### Clock wires, drivers and flops

Scale: 10 px per um.
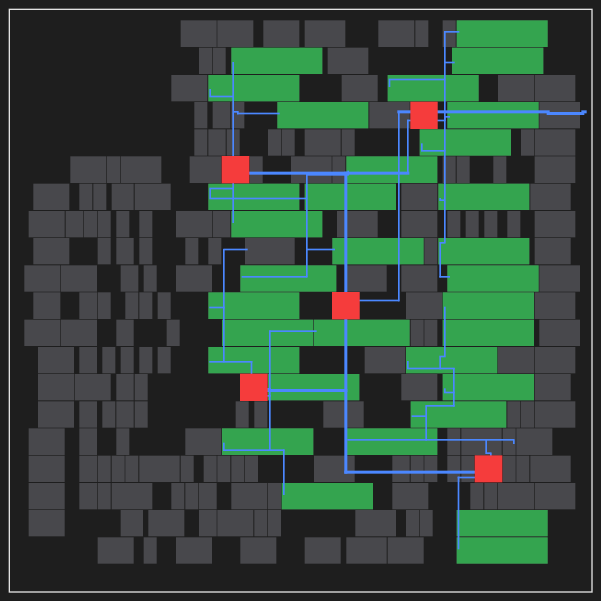
### Cells colored by class

Scale: 6 px per um. Fill, decap, tap and diode cells in gray.
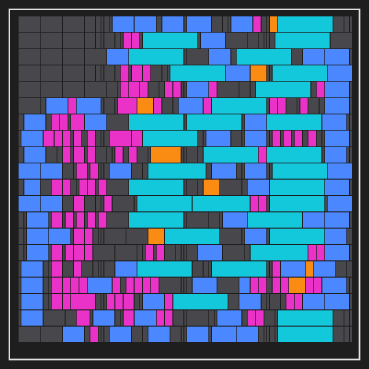
### Clock wiring as the flow saved it

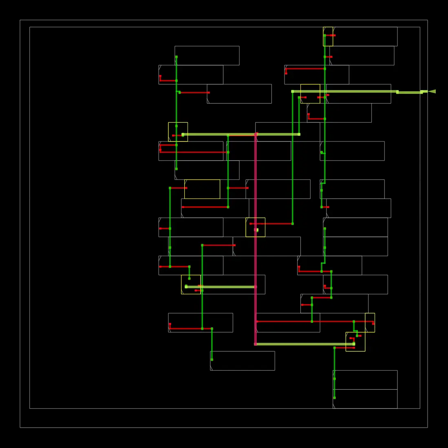
$ cat config.mk
export PLATFORM = sky130hd
export DESIGN_NAME = pixel_render_pipeline
export DESIGN_NICKNAME = d
export VERILOG_FILES = /design/src/rtl/pixel_render_pipeline.sv
export SDC_FILE = /design/constraint.sdc
export NUM_CORES = 1
export LEC_CHECK = 0
export ABC_AREA = 1
export ABC_CLOCK_PERIOD_IN_PS = 1800
export CORE_UTILIZATION = 40
export CTS_CLUSTER_DIAMETER = 200
export DETAILED_ROUTE_END_ITERATION = 10
export GPL_TIMING_DRIVEN = 0
export PLACE_DENSITY = 0.87
export SYNTH_ARGS = -nofsm -noshare
export SYNTH_HDL_FRONTEND = slang
export SYNTH_SLANG_ARGS = --single-unit
$ cat constraint.sdc
create_clock -name video_clk -period 1.8 [get_ports video_clk]
set_clock_uncertainty 0.2 [all_clocks]
set_input_delay 0.18 -clock video_clk [delete_from_list [all_inputs] [get_ports video_clk]]
set_output_delay 0.18 -clock video_clk [all_outputs]
set_load 0.1 [all_outputs]
$ cat src/rtl/pixel_render_pipeline.sv
// Final render stage: fg/sprite/bg priority, palette lookup, RGB out.
// Ports: video_clk, rst, layer pixels/enables, timing in, PROM bus, RGB/timing out, collision.
module pixel_render_pipeline #(
  parameter int PAL_ADDR_W = 10,
  parameter int RGB_W = 4,
  parameter logic [PAL_ADDR_W-1:0] BACKDROP_ADDR = PAL_ADDR_W'(10'h300)
) (
  input  logic                  video_clk,
  input  logic                  rst,
  input  logic [7:0]            fg_color,
  input  logic                  fg_transparent,
  input  logic [7:0]            sprite_color,
  input  logic                  sprite_transparent,
  input  logic [7:0]            bg_color,
  input  logic                  bg_transparent,
  input  logic [2:0]            layer_enable,
  input  logic                  hsync_in,
  input  logic                  vsync_in,
  input  logic                  blank_in,
  output logic [PAL_ADDR_W-1:0] palette_read_addr,
  input  logic [3*RGB_W-1:0]    palette_read_data,
  output logic [RGB_W-1:0]      red,
  output logic [RGB_W-1:0]      green,
  output logic [RGB_W-1:0]      blue,
  output logic                  hsync_out,
  output logic                  vsync_out,
  output logic                  blank_out,
  output logic                  collision
);

  logic                  fg_op;
  logic                  sp_op;
  logic                  bg_op;
  logic [PAL_ADDR_W-1:0] sel_addr;
  // timing bundles are {hsync, vsync, blank}
  logic [2:0]            tim_d1;
  logic [2:0]            tim_d2;
  logic                  vsync_prev;
  logic                  vsync_rise;

  assign fg_op = layer_enable[0] & ~fg_transparent;
  assign sp_op = layer_enable[1] & ~sprite_transparent;
  assign bg_op = layer_enable[2] & ~bg_transparent;

  assign vsync_rise = vsync_in & ~vsync_prev;

  always_comb begin
    sel_addr = '0;
    if (fg_op) begin
      sel_addr[9:0] = {2'b00, fg_color};
    end else if (sp_op) begin
      sel_addr[9:0] = {2'b01, sprite_color};
    end else if (bg_op) begin
      sel_addr[9:0] = {2'b10, bg_color};
    end else begin
      sel_addr = BACKDROP_ADDR;
    end
  end

  always_ff @(posedge video_clk or posedge rst) begin
    if (rst) begin
      palette_read_addr <= '0;
      tim_d1            <= 3'b001;
      tim_d2            <= 3'b001;
      red               <= '0;
      green             <= '0;
      blue              <= '0;
      hsync_out         <= 1'b0;
      vsync_out         <= 1'b0;
      blank_out         <= 1'b1;
      vsync_prev        <= 1'b0;
      collision         <= 1'b0;
    end else begin
      palette_read_addr <= sel_addr;
      tim_d1            <= {hsync_in, vsync_in, blank_in};
      tim_d2            <= tim_d1;
      {hsync_out, vsync_out, blank_out} <= tim_d2;
      if (tim_d2[0]) begin
        red   <= '0;
        green <= '0;
        blue  <= '0;
      end else begin
        red   <= palette_read_data[3*RGB_W-1 -: RGB_W];
        green <= palette_read_data[2*RGB_W-1 -: RGB_W];
        blue  <= palette_read_data[RGB_W-1:0];
      end
      vsync_prev <= vsync_in;
      // a new frame clears the flag even if this pixel overlaps
      if (vsync_rise) begin
        collision <= 1'b0;
      end else if (fg_op & sp_op & ~blank_in) begin
        collision <= 1'b1;
      end
    end
  end

endmodule

==> reports/results.tsv <==
stage	metric	value	unit
outcome	status	finished clean	
drt	wirelength	2.51	mm
logic_synthesis	async_flop_share	100	%
drt	highest_layer	met4	
power_and_ir_drop	combPwrFrac	32.3	%
sta	hold_viol	0	
cells_and_area	n_all_inverters	24	
logic_synthesis	simple_gate_share	24.5	%
power_and_ir_drop	swShare	35.4	%
logic_synthesis	ys_sh_aoi	1.49	%
cells_and_area	clkbuf_count	8	
cells_and_area	final_cell_mix	44 x nor2_1, 44 x clkdlybuf4s50_1, 29 x dfrtp_1	
global_route	grt_antenna_before_repair	0	
logic_synthesis	dominantRegCellSynth	dfrtp_1	
floorplanning	fp.coreArea	0.00303	mm2
logic_synthesis	ys_seq_share	63.9	%
power_and_ir_drop	pwr-share-clk	23.2	%
power_and_ir_drop	seqPwrFrac	44.6	%
cts	clk_path_buf_depth	2	
setup_path	path_cells	clkdlybuf4s18_2	
sta	worstMarginPinSlew	1.10	ns
setup_path	cpLargestDelayFamily	buffers and inverters	
drt	wl_per_cell	9.70	um
sta	slew_viol_final	0	
logic_synthesis	ys_ff	32	
power_and_ir_drop	comb_power	0.564	mW
sta	maxSlewHeadroom	26.7	%
floorplanning	fp.dieH	58.1	um
logic_synthesis	ys_cells	136	
logic_synthesis	synthTopLogicFamily	simple AND/OR/NAND/NOR gates	
setup_path	r2r_end	blue[1]	
place	port_buffers	70	
power_and_ir_drop	pwr_density_cell	826	mW/mm2
global_route	met1_usage	18.9	%
sta	clock.fmax	0.571	GHz
sta	rsz0062_at_grt	false	
cts	cts.clk_slew.worst_paths	0.09	ns
setup_path	cp_max_fo	1	
cells_and_area	signal_buffers	75	
setup_path	critPathBufInv	1	
drt	final_antenna_net_count	0	
cts	htree_levels	2	
cells_and_area	area_delta_synth_final	67.9	%
setup_path	crit_end	blank_out	
logic_synthesis	syn_inst	136	
setup_path	critPathCaptureType	primary output	
sta	setup_viol	0	
power_and_ir_drop	finalPower	1.75	mW
setup_path	cp_slowest_cell	clkdlybuf4s18_2	
flow_run	drv_cap	0	
setup_path	ff2ff_path_depth	2	
place	gp_congestion	0.758	
sta	period_minus_slack	1.75	ns
drt	viasPerCell	4.15	
setup_path	crit_required	1.42	ns
setup_path	cp.depth	1	
cells_and_area	final-comb-area	328	um2
floorplanning	taps	44	
floorplanning	num_io_pins	73	
floorplanning	die_width	58.1	um
logic_synthesis	yosys.area.top_type	dfrtp_1	
setup_path	startpoint_type	register	
cts	insertion_delay	0.32	ns
worst_hold_path	hold_path.class	input port to register	
setup_path	crit_arrival	1.37	ns
global_route	busiest_layer	met2	
global_route	use_met3	6.03	%
cells_and_area	fin_nets	261	
logic_synthesis	synth_area	0.00126	mm2
drt	wl_met3	193	um
power_and_ir_drop	peakVddDrop	0.267	mV
sta	tns	0	ns
logic_synthesis	edf_count	0	
cells_and_area	comb_area_share	15.5	%
power_and_ir_drop	top_power_group	registers	
flow_run	warning_count	26	
cells_and_area	clk_share	2.78	%
cells_and_area	seq-cell-share	38.0	%
logic_synthesis	fp_nets	183	
global_route	grt_use_total	17.4	%
logic_synthesis	ys_warn_count	0	
cells_and_area	drive_above_1_share	20.9	%
global_route	grt_start_max_net_pins	33	
global_route	overflow	0	
setup_path	ff2ff_setup_slack	0.63	ns
power_and_ir_drop	p_seq	0.778	mW
global_route	grt_pass1_vias	1044	
logic_synthesis	yosysUniqueCellTypes	16	
cells_and_area	seq_cell_count	32	
drt	met1_length	1.01	mm
floorplanning	fp_util	41.6	%
logic_synthesis	common_cells	44 x nor2_1, 29 x dfrtp_1, 22 x inv_1, 15 x nand3_1, 11 x nand2_1	
logic_synthesis	area_leaders	dfrtp_1 58%, nor2_1 13%, inv_1 6.6%	
logic_synthesis	synth.area.mux_share	0	%
worst_hold_path	whs_path_depth	4	
worst_hold_path	holdPathEnd	palette_read_addr[8]	
drt	vias	1075	
cells_and_area	nMultiInputCombCells	76	
drt	drt-initial-drc-count	47	
drt	firstDrtPassIters	6	
logic_synthesis	yosysMostFrequentCell	nor2_1	
floorplanning	placementRows	20	
power_and_ir_drop	p_switching	0.618	mW
cells_and_area	flop_area	805	um2
cells_and_area	num_antenna_cells	0	
setup_path	r2r-start	tim_d2[0]	
logic_synthesis	synth_top_area_share	57.6	%
drt	wl_met2	1.28	mm
setup_path	crit_start	blank_out	
power_and_ir_drop	cellLeakagePower	1.03	nW
global_route	grt_pass1_wl	4.35	mm
drt	remaining_drc_errors	0	
logic_synthesis	synth.avg_cell_area	9.26	um2
power_and_ir_drop	cellInternalPower	1.13	mW
cts	cts_tree	yes	
About 'Clock wires, drivers and flops':
- red: cells driving clock nets (count 5)
- blue: clock wires (length 328 um)
- green: flip-flops (count 32)
- routed clock nets: 6

About 'Cells colored by class':
- cyan: flops (cells 32; share of their area 39%)
- orange: clock drivers and dummy loads (cells 8; share of their area 2.9%)
- magenta: all other logic (cells 100; share of their area 20%)
- blue: other buffers and delay cells (cells 75; share of their area 38%)

About 'Clock wiring as the flow saved it':
Num CTS Buffers: 5
Clock Sinks: 32
clock network power: 0.405 mW

registers in the layout, indices dropped and copies added (netlist names):
register	count
palette_read_addr	10
blue	4
green	4
red	4
tim_d1	3
tim_d2	3
blank_out	1
collision	1
hsync_out	1
vsync_out	1
through the flow:
stage,hold WS (ns),setup slack (ns),utilization [%],cells,instance area (um2)
after floorplan,-0.0155,0.353,-,136,1260
after global placement,0.133,-0.189,66.6,250,2020
after detailed placement,0.136,-0.191,66.6,250,2020
after CTS,0.0314,0.0149,69.9,259,2120
after global routing,0.0685,0.00546,69.9,259,2120
final,0.0544,0.0482,69.9,259,2120
repair_timing:
item,in CTS,in global routing
endpoints found under the hold margin,2,0
setup endpoints to repair,26,1
hold buffers,1,0
gates resized,78,1
No activity file was given, so power comes from the tool's default toggle rates.
